Design alu_unit, sky130hd; sources not shown.
### Logic cells by family

Bar = 100 um.
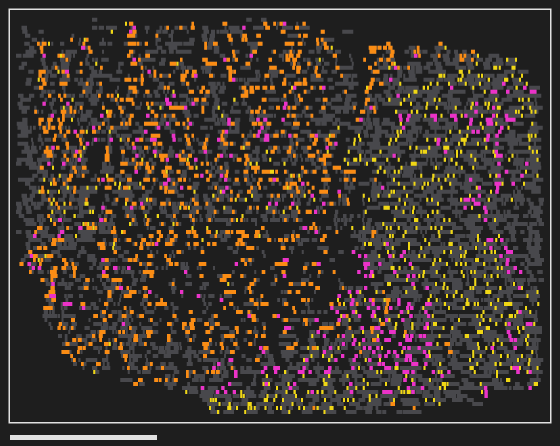
colour	family	cells	most used
yellow	inverters	675	inv_1
orange	inverting AOI/OAI gates	897	a21oi_1
magenta	AND and OR gates	402	and2_1
fraction of area in multi-input gates: 82.67%
final non-filler cell total: 6293
top logic cell by instance count in the layout: nand2_1

### Clock distribution

Bar = 100 um.
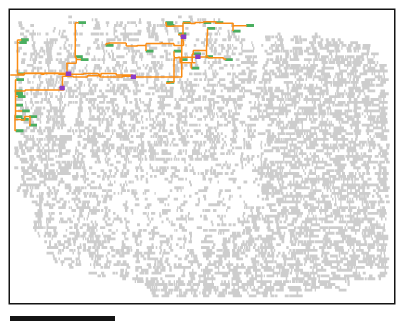
[orange] clock wires | length: 975 um
[purple] cells driving clock nets | count: 5
[green] flip-flops | count: 35
routed clock nets	6

### Power grid

Pins as bars on the die edge. Tap cells in grey.
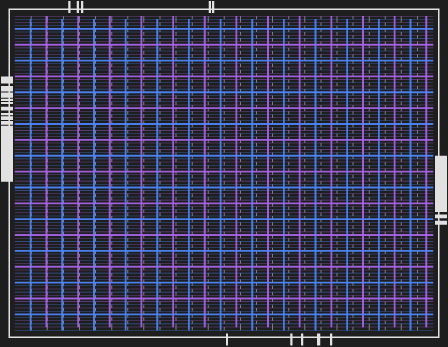
colour	net
blue	VSS
purple	VDD
met5 straps	19
signal pins	104
rows	99
tap cells	1262
height of the die: 280 um
placeable core region: 0.09662 mm2
die width: 367 um

### Clock wiring as the flow saved it

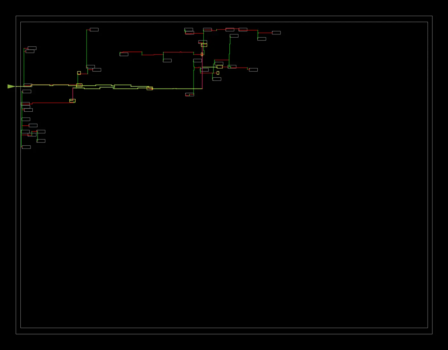
number of sequential cells: 35
Inserted Clock Buffers: 5
clk sinks: 35
# clk buffers: 5

==> results.rst <==
Implementation results
======================

.. list-table::
   :header-rows: 1

   * - Metric
     - Value
   * - Number of buffers inserted to repair setup after CTS
     - 0
   * - Global routing met2 resource utilization
     - 50.62%
   * - Final setup viols
     - 0
   * - Average instance area after synthesis
     - 7.501 um2
   * - Synthesized netlist cell count
     - 5108
   * - Top logic cells by instance count in the layout
     - nand2_1 (689), inv_1 (667), fa_1 (485)
   * - Port Buffers
     - 103
   * - Outcome
     - finished, final reports clean
   * - I/O pin count
     - 104
   * - Number of antenna violations at the first check in global routing
     - 15
   * - Number of warnings in the stage logs
     - 67
   * - Worst setup path class
     - input pin to register
   * - Maximum operating frequency
     - 34.94 MHz
   * - Largest fanout on the critical path
     - 59
   * - Maximum clock path buffer count
     - 2
   * - Max FFs per register
     - 32
   * - All-layer global routing usage
     - 36.99%
   * - Core utilization at floorplan
     - 39.66%
   * - Max-slew violation total from the final report
     - 0
   * - Number of different library cells in the post-synthesis netlist
     - 116
   * - Placed wire-length estimate
     - 149.0 mm
   * - Root buffer cell
     - clkbuf_8
   * - Largest net degree at the start of global routing
     - 71
   * - Delay of the slowest cell on the worst path
     - 1.08 ns
   * - Worst slew margin relative to its limit
     - 3.833%
   * - Antenna viol nets, final
     - 0
   * - Yosys Warn Count
     - 0
   * - Filler cell count
     - 10107
   * - Netlist area before placement
     - 0.03832 mm2
   * - Setup TNS
     - 0 ns
   * - Count of library flops with an enable pin
     - 0
   * - Post-route cell area
     - 0.04085 mm2
   * - Area post-placement
     - 0.04072 mm2
   * - Length of the first detailed-routing pass in iterations
     - 9
   * - Number of cells upsized or downsized after cts
     - 0
   * - Count of unresolved DRC violations after routing
     - 0
   * - Cell at the slowest stage of the critical path
     - nor3_1
   * - Average detailed-routed wire length per instance
     - 30.21 um
   * - Chip Area
     - 0.1028 mm2
   * - Max-cap check violation count
     - 0
   * - CTS Hold Buffers Added
     - 0
   * - Via/cell ratio
     - 6.424
   * - GRT busiest layer
     - met2
   * - GRT met3 Usage
     - 14.75%
   * - Chip area from the yosys synthesis statistics
     - 0.03832 mm2
   * - Kind of end point of the critical path
     - register
   * - Sum of routed wire length over all layers
     - 190.1 mm
   * - Layout cell share with drive strength beyond 1
     - 6.241%
   * - Final hold viol count
     - 0
   * - Met1 track utilization from global routing
     - 50.39%
   * - CTS tree
     - done
   * - Number of core rows
     - 99
   * - Async set or reset register ratio after synthesis
     - 0%
   * - Setup repair after global routing missed its margin
     - false
   * - # nets final
     - 5885
   * - Most frequent cell on the critical path
     - a21oi_1
   * - Total nets after synthesis
     - 5979
   * - Post-synthesis to final-layout area growth
     - 6.599%
   * - Tightest Pin Transition
     - 1.431 ns
   * - Cell depth of the worst min-delay path
     - 2
   * - Critical Path Start Type
     - input pin
   * - Final cycle utilization of the critical path
     - 58.41%
   * - Post-synthesis sequential element count
     - 35
   * - Tightest Hold Check Type
     - input pin to register
   * - CTS HTree Levels
     - 2
   * - Clock-pin slew on the worst setup and hold paths
     - 0.10 ns
   * - Total grt overflow
     - 0
   * - Minimum clock period
     - 28.62 ns
   * - Post-synth top flop
     - dfxtp_1
   * - Via count of the first global-routing pass
     - 38997
   * - Share of the yosys chip area belonging to registers
     - 1.829%
   * - First-pass GRT wire length
     - 275.1 mm
   * - Weighted congestion at the end of routability-driven global placement
     - 1.097
   * - Starting DRT DRC Count
     - 5648
   * - Count of instantiated cells in the yosys netlist
     - 5108
   * - Worst EP required
     - 49.04 ns
   * - Count of vias placed by the detailed router
     - 40429
   * - Data arrival time of the worst path
     - 28.66 ns
==> Yosys cell counts (24+ instances only) <==
library cell	count	area (um2)
nor2b_1	26	162.7
o22ai_1	39	244.0
nand3_1	135	675.7
a31oi_1	50	312.8
a21o_1	53	397.9
xor2_1	34	297.8
or3_1	30	187.7
nand2b_1	30	187.7
nand4_1	59	369.1
buf_2	29	145.1
inv_1	666	2500
mux2i_1	193	1932
xnor2_1	70	613.1
and2_1	213	1333
dfxtp_1	35	700.7
nor3_1	103	515.5
a22oi_1	45	337.8
nor4_1	36	225.2
a211oi_1	48	360.4
nand2_1	691	2594
and3_1	109	681.9
clkbuf_1	289	1085
mux2_2	56	630.6
o221ai_1	24	210.2
nor2_1	291	1092
a221oi_1	27	236.5
o31ai_1	32	240.2
a21oi_1	238	1191
o2111ai_1	28	245.2
o211ai_1	57	427.9
fa_1	486	9729
o21ai_0	161	805.8
ha_1	316	3954
==> layout make-up <==
| class | instances | area [um2] | share of cell area [%] |
|---|---|---|---|
| diodes | 16 | 40.04 | 0.09802 |
| clock buffers | 5 | 68.82 | 0.1685 |
| clock inverters | 3 | 16.27 | 0.03982 |
| inverters | 675 | 2534 | 6.203 |
| multi-input cells | 4046 | 33760 | 82.67 |
| flip-flops and latches | 35 | 700.7 | 1.715 |
| well taps | 1262 | 1579 | 3.866 |
| repair buffers | 251 | 2142 | 5.244 |
==> metal layers <==
metal  vias up  part of all wire [%]
met5         -                     0
met1     20024                    42
met2      2684                    39
li1      17301                     -
met4         0                   3.5
met3       420                    15
==> through the flow <==
step                      utilization, %  hold slack (ns)  setup WS [ns]  instances
after floorplan                        -            7.222          24.30       5108
after global routing               42.26            7.612          19.45       6288
after detailed placement           42.15            7.955          20.95       6269
after global placement             42.15            7.976          21.25       6269
after CTS                          42.23            7.596          21.21       6277
final                              42.28            7.642          20.38       6293
==> cells by family (layout without fill, tap and decap cells) <==
kind of cell               count (synthesis)  after routing  share of synthesized area, %
DFF                                       35             35                         1.829
buffers and inverters                   1027            934                         10.40
AOI/OAI and AO/OA                       1061           1061                         19.18
adders and majority gates                802            802                         35.71
muxes                                    267            267                         7.589
xor gates and xnor gates                 105            105                         2.420
and+or+nand+nor                         1811           1811                         22.87
other                                      0             16                             0
==> critical path: cells and delay by family <==
kind	cells	cell delay, ns
adder cells (fa/ha/maj)	6	2.05
XOR/XNOR	2	0.34
buffers and inverters	7	2.47
AND/OR/NAND/NOR	24	7.95
multiplexers	2	0.89
AND-OR/OR-AND	22	7.44
